### config.mk
export PLATFORM = sky130hd
export DESIGN_NAME = fetch_queue
export DESIGN_NICKNAME = d
export VERILOG_FILES = /design/src/rtl/fetch_queue.sv
export SDC_FILE = /design/constraint.sdc
export NUM_CORES = 1
export LEC_CHECK = 0
export CAP_MARGIN = 20
export CORE_MARGIN = 2
export CORE_UTILIZATION = 55
export DETAILED_ROUTE_END_ITERATION = 8
export PLACE_DENSITY = 0.78
export SLEW_MARGIN = 30
export SYNTH_ARGS = -nofsm -noshare
export SYNTH_HDL_FRONTEND = slang
export SYNTH_SLANG_ARGS = --single-unit
### constraint.sdc
create_clock -name clk -period 33.8 [get_ports clk]
set_input_delay 6.76 -clock clk [delete_from_list [all_inputs] [get_ports clk]]
set_output_delay 6.76 -clock clk [all_outputs]
set_load 0.01 [all_outputs]
### src/rtl/fetch_queue.sv
// fetch_queue: sequential instruction fetch with a small {pc, inst} FIFO to decode.
// Optional FETCH_BYPASS_EN: forward the returning word straight to decode when the FIFO is empty.
module fetch_queue #(
    parameter int              WORD     = 32,
    parameter int              ADDR     = 32,
    parameter int              DEPTH    = 4,
    parameter logic [ADDR-1:0] RESET_PC = '0
) (
    input  logic            clk,
    input  logic            reset,
    output logic [ADDR-1:0] inst_addr_o,
    input  logic [WORD-1:0] inst_i,
    input  logic            stall_i,
    input  logic            branch_i,
    input  logic [ADDR-1:0] branch_pc_i,
    output logic            v_o,
    output logic [WORD-1:0] inst_o,
    output logic [ADDR-1:0] pc_o
);

    localparam int PW = (DEPTH > 1) ? $clog2(DEPTH) : 1;
    localparam int CW = PW + 1;

    logic [ADDR-1:0] pc;
    logic            req_v;
    logic [ADDR-1:0] req_pc;

    logic [ADDR-1:0] pc_mem   [DEPTH];
    logic [WORD-1:0] inst_mem [DEPTH];
    logic [PW-1:0]   rd_ptr;
    logic [PW-1:0]   wr_ptr;
    logic [CW-1:0]   count;

    logic [CW-1:0]   credit;
    logic            issue;
    logic            head_v;
    logic            byp_take;
    logic            push;
    logic            pop;

    // Slots already owned by stored entries plus the read still in flight.
    assign credit = count + CW'(req_v);
    assign issue  = !branch_i && (credit < CW'(DEPTH));
    assign head_v = (count != '0);

    assign inst_addr_o = pc;

`ifdef FETCH_BYPASS_EN
    logic byp;

    // Empty FIFO: the word arriving this cycle goes directly to decode.
    assign byp      = (count == '0) && req_v && !branch_i;
    assign byp_take = byp && !stall_i;
    assign v_o      = head_v || byp;
    assign inst_o   = byp ? inst_i : inst_mem[rd_ptr];
    assign pc_o     = byp ? req_pc : pc_mem[rd_ptr];
`else
    assign byp_take = 1'b0;
    assign v_o      = head_v;
    assign inst_o   = inst_mem[rd_ptr];
    assign pc_o     = pc_mem[rd_ptr];
`endif

    // A response consumed by bypass never occupies a slot.
    assign push = req_v && !branch_i && !byp_take;
    assign pop  = head_v && !stall_i && !branch_i;

    // Address generation and the single outstanding memory read.
    always_ff @(posedge clk or posedge reset) begin
        if (reset) begin
            pc     <= RESET_PC;
            req_v  <= 1'b0;
            req_pc <= '0;
        end else if (branch_i) begin
            pc     <= branch_pc_i;
            req_v  <= 1'b0;
        end else if (issue) begin
            pc     <= pc + ADDR'(1);
            req_v  <= 1'b1;
            req_pc <= pc;
        end else begin
            req_v  <= 1'b0;
        end
    end

    // FIFO pointers and occupancy; a redirect empties the queue.
    always_ff @(posedge clk or posedge reset) begin
        if (reset) begin
            rd_ptr <= '0;
            wr_ptr <= '0;
            count  <= '0;
        end else if (branch_i) begin
            rd_ptr <= '0;
            wr_ptr <= '0;
            count  <= '0;
        end else begin
            if (push) begin
                wr_ptr <= wr_ptr + PW'(1);
            end
            if (pop) begin
                rd_ptr <= rd_ptr + PW'(1);
            end
            case ({push, pop})
                2'b10:   count <= count + CW'(1);
                2'b01:   count <= count - CW'(1);
                default: count <= count;
            endcase
        end
    end

    // Entry storage; cleared on reset so the idle outputs read zero.
    always_ff @(posedge clk or posedge reset) begin
        if (reset) begin
            for (int i = 0; i < DEPTH; i++) begin
                pc_mem[i]   <= '0;
                inst_mem[i] <= '0;
            end
        end else if (push) begin
            pc_mem[wr_ptr]   <= req_pc;
            inst_mem[wr_ptr] <= inst_i;
        end
    end

endmodule

Run 1, clock wiring as the flow saved it:
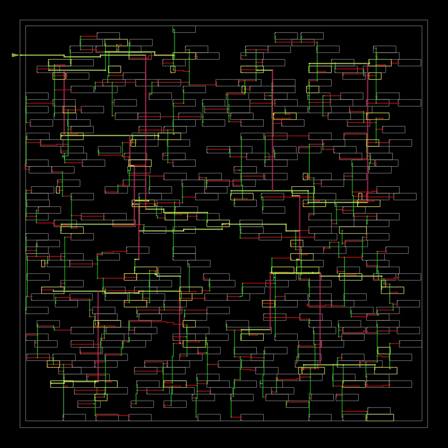
P_clk: 0.000395 W
Sink Count: 328
CTS Buf Count: 37
seq_cells: 328
layout clock buffer count: 56

Run 1, zoomed window:
Bar = 20 um. Window x 58 to 108, y 91 to 141 um. Cells in gray, sequential cells in the stronger gray; small squares are vias.
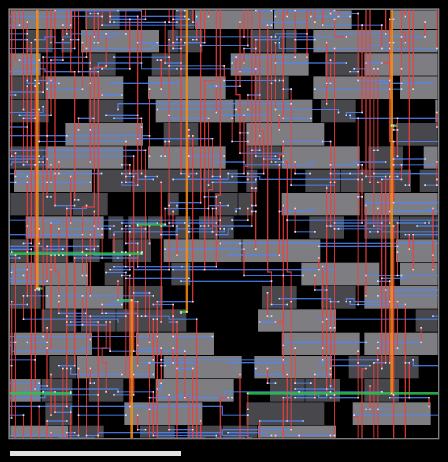
[blue] met1
[orange] met4
[green] met3
[red] met2
cells with their middle in the window: 112
netlist names of flops here include: pc_mem (26), req_pc (8), inst_addr_o (7)
most frequent: dfrtp_1 (43), mux2_2 (34)
sequential cells in the window: 43

==> results.ini, run 1 <==
[worst_setup_path]
path_class = register to output port
crit_fanout = 37
cp.required_ns = 27.04
crit_arrival_ns = 3.18

[yosys]
synth_area_um2 = 14360
ys_seq_share_pct = 57.16
syn_inst = 943
edf_count = 0

[drt]
postRouteWirelength_mm = 30.87
drtIter0Drc = 478
drtAntennaViolNets = 0
wl_per_cell_um = 21.14
drtPass1Iterations = 4
vias_per_cell = 5.792

[job]
drv_cap = 0
warnings = 31

[timing]
finalCritPeriodShare_pct = 29.41
clock_skew_ns = 0.01002
max_freq_ghz = 0.1006
slew_viol_final = 0
max_slew.worst_pin.slew_ns = 0.7945
final.setup.tns_ns = 0

[place]
gp_congestion = 0.7599
hpwlAfterDp_mm = 18.41

[global_route]
grt_usage_pct = 23.52
grt_max_degree = 147
antenna_found_initial = 0
gr-total-overflow = 0

[clock_network]
htreeDepth = 2
cts-root-buf = clkbuf_16
clk_transition_reported_paths_ns = 0.06
clock_path_buffers = 3

[final_layout]
postLayoutCellArea_um2 = 17620
area_growth_pct = 22.71
nNetsFinal = 1175

[floorplanning]
die_y_um = 165.6
fp_util_pct = 55.58
core_um2 = 25840
die_w_um = 165.6
pin_count = 165

[run_status]
outcome = complete, no violations

[power_and_ir_drop]
p_leak_nw = 7.576
ir_drop_v = 0.00005062
powerDensity_nw_per_um2 = 91.53

Run 1, M1 wires:
Bar = 50 um.
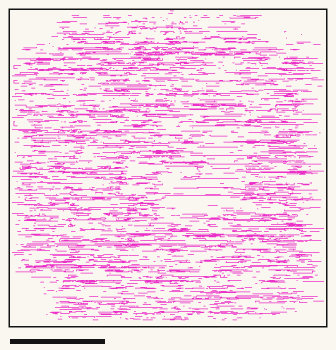
longest straight run: 40.9 um
wire length on this layer: 13,100 um
nets with wire on the layer: 1,060
main direction: horizontal
share of all routed wire: 43%

Run 1, where the registers sit:
Bar = 50 um. Other sequential cells in the stronger gray, the rest of the logic in the fainter gray.
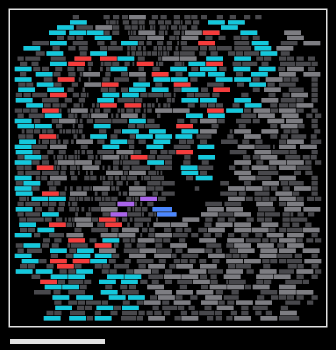
[blue] rd_ptr | sequential cells: 2
[cyan] pc_mem | sequential cells: 128 | where: spread over the die
[red] req_pc | sequential cells: 32
[purple] count | sequential cells: 3

## run 1: cell type report
type / count / area [um2] / area share (%)
inverters: 6 / 35.03 / 0.1988
flip-flops and latches: 328 / 8215 / 46.62
repair buffers: 174 / 1743 / 9.891
clock inverters: 7 / 85.08 / 0.4828
multi-input cells: 554 / 5987 / 33.97
well taps: 335 / 419.2 / 2.379
clock buffers: 56 / 1137 / 6.454
## run 1: worst max-delay path: stages, from the launching register on
cell and delay, ns:
dfrtp_4 0.85, buf_4 0.69, mux4_2 0.60, clkdlybuf4s50_1 0.51
## run 1: where the power goes
part           internal, W  switching (W)  total (W)
clock             0.000246       0.000149   0.000395
sequential        0.000559       0.000112   0.000671
combinational     0.000353       0.000194   0.000547
total              0.00116       0.000455    0.00161
## run 1: cell usage after synthesis, types with 2 or more instances
master,n,share of area (%)
nor3b_1,2,0.10
and4_1,4,0.24
xor2_1,9,0.55
and3_1,2,0.087
buf_1,5,0.13
nand3_1,10,0.35
or2_2,2,0.087
xnor2_1,26,1.6
ha_1,5,0.44
nor2_1,16,0.42
o21ai_0,31,1.1
dfrtp_1,328,57
nor3_1,6,0.21
inv_1,6,0.16
nor4b_1,2,0.12
nor2b_1,3,0.13
or4_1,4,0.21
mux2i_1,3,0.21
clkbuf_1,43,1.1
nand2_1,49,1.3
mux4_2,64,10
nand4_1,5,0.22
mux2_2,288,23
or3_1,2,0.087
o21ai_1,3,0.10
buf_2,6,0.21
nor4_1,9,0.39
o211ai_1,2,0.10
## run 1: per-stage QoR
step	power, W	setup WS, ns	utilization, %	cells	hold WS (ns)
after floorplan	0.0009895	17.96	-	943	0.4739
after global routing	0.001705	23.67	68.20	1460	0.5050
after detailed placement	0.001227	24.28	63.46	1397	0.4872
after global placement	0.001201	24.15	63.13	1395	0.4816
after CTS	0.001630	23.78	68.19	1460	0.4998
final	0.001613	23.86	68.20	1460	0.4989
## run 1: cells by family after synthesis
logic type      synth area share, %
flops                         57.16
xor+xnor                      2.135
simple gates                  4.165
fa+ha+maj                    0.5751
buf+inv                       1.673
mux                           32.83
compound gates                1.464
## run 1: state kept, by name, summed over array words and instances, names as in the netlist
signal and flops:
pc_mem 128, count 3, inst_addr_o 32, rd_ptr 2, inst_mem 128, req_v 1
wr_ptr 2, req_pc 32
## run 1: per-layer routing
layer  track usage [%]  wire, um  up-vias
met3             7.118      2256       41
met4             5.290       558        0
li1                  -         -     3777
met2             38.44     14920      176
met1             31.35     13130     4462
met5                 0         0        -
## run 1: worst paths after layout
kind	startpoint	end	slack, ns	cells after the start
max	rd_ptr[0]	pc_o[3]	23.86	3
min	pc_mem[45]	pc_mem[45]	0.50	1
max reg2reg	req_v	inst_mem[106]	31.41	3
min reg2reg	pc_mem[45]	pc_mem[45]	0.50	1
max in group asynchronous	reset	inst_addr_o[30]	24.93	4
min in group asynchronous	reset	inst_mem[97]	6.87	2
--- run 2 (diff from run 1) ---
==> constraint.sdc (replaced) <==
create_clock -name clk -period 10 [get_ports clk]
set_input_delay 2 -clock clk [delete_from_list [all_inputs] [get_ports clk]]
set_output_delay 2 -clock clk [all_outputs]
set_load 0.01 [all_outputs]
==> run 2 against run 1 <==
  * Setup slack lost 19 ns
  * Critical path depth unchanged
  * Global-route usage fell by 0.77 points
  * Routed wire length fell by 3.2%
  * Total power increased to 3.3 times the previous value
  * Sequential share of layout area increased by 0.18 points
  * Clock-buffer cell count decreased by 5
  * Non-clock buffer count unchanged
  * Sequential cell count unchanged
  * Critical endpoint is now pc_o[30]
==> results.ini, run 2 <==
[final_layout]
final_util_pct = 67.95  ; was 68.20%
stdcell_count = 1457  ; was 1,460
lay_top_cells = dfrtp_1 (326), mux2_2 (288), clkdlybuf4s50_1 (163)  ; unchanged
nNetsFinal = 1174  ; was 1,175
diodes = 0  ; unchanged
area_growth_pct = 22.25  ; was 22.71%
reg_top3 = inst_mem: 128 flops, pc_mem: 128 flops  ; unchanged

[drt]
drtPass1Iterations = 4  ; unchanged
vias_per_cell = 5.779  ; was 5.792
wl_per_cell_um = 20.51  ; was 21.14 um
drtIter0Drc = 440  ; was 478
drtAntennaViolNets = 0  ; unchanged
postRouteWirelength_mm = 29.88  ; was 30.87 mm

[worst_setup_path]
path_class = register to output port  ; unchanged
crit_fanout = 44  ; was 37
cp.required_ns = 8.00  ; was 27.04 ns
cp_cell_sequence = buf_4, mux4_2, clkdlybuf4s50_1  ; unchanged
cpMaxStageDelayCell = dfrtp_4  ; unchanged
crit_arrival_ns = 3.13  ; was 3.18 ns
crit_path_start_kind = register  ; unchanged
slowest_delay_ns = 0.73  ; was 0.85 ns

[power_and_ir_drop]
p_leak_nw = 7.520  ; was 7.576 nW
power_w = 0.005400  ; was 0.001613 W
ir_drop_v = 0.0001913  ; was 0.00005062 V
powerDensity_nw_per_um2 = 307.6  ; was 91.53 nW/um2

[global_route]
grt-busiest-layer = met2  ; unchanged
antenna_found_initial = 1  ; was 0
grt_max_degree = 136  ; was 147
grt_usage_pct = 22.75  ; was 23.52%
grtUsageMet1_pct = 31.16  ; was 31.35%
grt.met2_usage_pct = 36.80  ; was 38.44%
use_met3_pct = 5.544  ; was 7.118%
gr-total-overflow = 0  ; unchanged

[job]
warnings = 31  ; unchanged
drv_cap = 0  ; unchanged

[place]
gp_congestion = 0.7971  ; was 0.7599
pre_cts_slack_ns = 5.296  ; was 24.28 ns
dpl.cell_count = 1396  ; was 1,397
hpwlAfterDp_mm = 18.44  ; was 18.41 mm

[yosys]
ys_seq_share_pct = 57.16  ; unchanged
yosys.area.top_type = dfrtp_1  ; unchanged
yosysCellCount = 943  ; unchanged
ys.flop_type = dfrtp_1  ; unchanged
top_cells_by_count = dfrtp_1 (328), mux2_2 (288), mux4_2 (64), nand2_1 (49), clkbuf_1 (43)  ; unchanged
edf_count = 0  ; unchanged
synth_area_um2 = 14360  ; unchanged
syn_inst = 943  ; unchanged
synth.most_common_cell = dfrtp_1  ; unchanged
synth_cell_type_count = 36  ; unchanged
area_leaders = dfrtp_1 (57%), mux2_2 (23%), mux4_2 (10%)  ; unchanged
synth.avg_cell_area_um2 = 15.23  ; unchanged
top_cell_area_share_pct = 57.16  ; unchanged

[floorplanning]
core_um2 = 25840  ; unchanged
pin_count = 165  ; unchanged
die_y_um = 165.6  ; unchanged
fp_util_pct = 55.58  ; unchanged
die_w_um = 165.6  ; unchanged

[timing]
clock_skew_ns = 0.01999  ; was 0.01002 ns
hold_violations = 0  ; unchanged
final.setup.tns_ns = 0  ; unchanged
slew_viol_final = 0  ; unchanged
setup_ws_ns = 4.875  ; was 23.86 ns
fin_crit_ns = 5.125
finalCritPeriodShare_pct = 51.25
max_slew.worst_pin.slew_ns = 0.8217  ; was 0.7945 ns
max_freq_ghz = 0.1951

[clock_network]
cts-root-buf = clkbuf_16  ; unchanged
htreeDepth = 2  ; unchanged
clk_transition_reported_paths_ns = 0.06  ; about the same
post_cts_resize_count = 0  ; unchanged
clock_sinks = 328  ; unchanged
clock_path_buffers = 3  ; unchanged

[run_status]
outcome = complete, no violations  ; unchanged

[worst_hold_path]
hold_path.class = register to register  ; unchanged

## run 2: cell type report
type / count / area, um2 / share of cell area [%]
multi-input cells: 554 / 5987 / 34.10
flip-flops and latches: 328 / 8215 / 46.80
clock buffers: 51 / 1018 / 5.801
well taps: 335 / 419.2 / 2.388
inverters: 6 / 26.28 / 0.1497
repair buffers: 174 / 1764 / 10.05
clock inverters: 9 / 125.1 / 0.7127
## run 2: cells by family after synthesis
group	share of synthesized area, %
AND-OR/OR-AND	1.464
XOR/XNOR	2.135
adder cells (fa/ha/maj)	0.5751
buffers and inverters	1.673
flip-flops	57.16
multiplexers	32.83
AND/OR/NAND/NOR	4.165
## run 2: stage by stage
stage          cell area (um2)  hold slack (ns)
3_3_place_gp             16310           0.4813
2_1_floorplan            14360           0.4739
4_1_cts                  17540           0.4994
5_1_grt                  17560           0.5091
3_5_place_dp             16400           0.4870
6_report                 17560           0.4978
## run 2: final timing paths
| kind | start | end | slack [ns] | depth (start not counted) |
|---|---|---|---|---|
| max | rd_ptr[0] | pc_o[30] | 4.87 | 3 |
| min | inst_mem[32] | inst_mem[32] | 0.50 | 1 |
| max reg2reg | req_v | inst_mem[83] | 7.65 | 3 |
| min reg2reg | inst_mem[32] | inst_mem[32] | 0.50 | 1 |
| max in group asynchronous | reset | pc_mem[96] | 6.33 | 4 |
| min in group asynchronous | reset | inst_addr_o[7] | 1.97 | 2 |
## run 2: power breakdown
group | leakage (nW) | switching [W] | internal, W
registers | 4.12 | 0.000371 | 0.00189
logic | 2.84 | 0.000659 | 0.00119
clock network | 0.555 | 0.000505 | 0.000784
total | 7.52 | 0.00153 | 0.00386
## run 2: layer usage
layer  part of all wire (%)  up-vias
met1                     44     4391
met2                     48      192
li1                       -     3785
met3                    5.8       50
met4                    1.9        2
met5                  0.040        -
## run 2: worst max-delay path: cells and delay by family, from the launching register on
| kind | cells | cell delay, ns |
|---|---|---|
| flops | 1 | 0.73 |
| mux | 1 | 0.63 |
| buf+inv | 2 | 1.22 |
Run 2, clock wiring as the flow saved it:
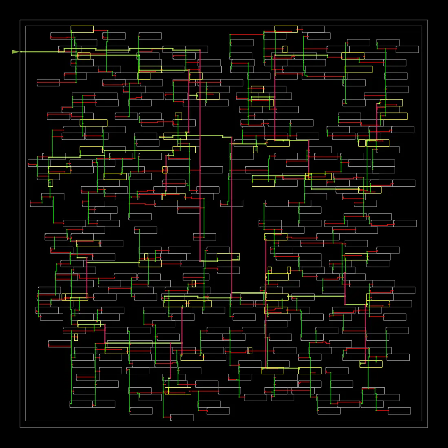
later-pin clock latency in the skew report: 0.51 ns
P_clk: 0.00129 W
CTS Buf Count: 36
layout clock buffer count: 51

Run 2, zoomed window:
Bar = 20 um. Window x 58 to 108, y 91 to 141 um. Cells in gray, sequential cells in the stronger gray; small squares are vias.
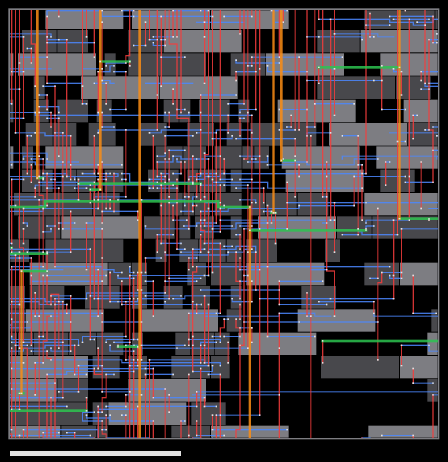
[orange] met4
[green] met3
[red] met2
[blue] met1
cells with their middle in the window: 136
sequential cells in the window: 32
most frequent: dfrtp_1 (32), mux2_2 (16), nand2_1 (15)
netlist names of flops here include: inst_addr_o (12), pc_mem (11), req_pc (8)

Run 2, I/O pins on the die edge:
Bar = 50 um. Pins as bars across the die edge, other pins in gray.
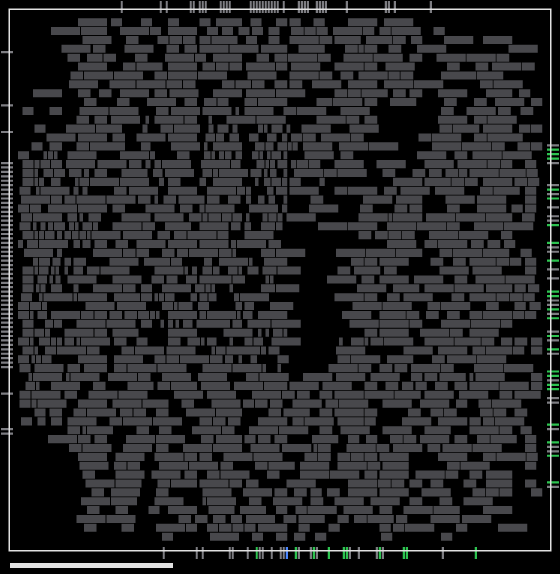
[blue] v_o | pins: 1 | direction: output | edge: bottom
[green] inst_o | pins: 32 | direction: output | edge: 22 right, 10 bottom
all pins by edge: 53 left, 46 right, 36 top, 30 bottom

Power figures rest on the tool's default switching activity, not on a simulated workload.
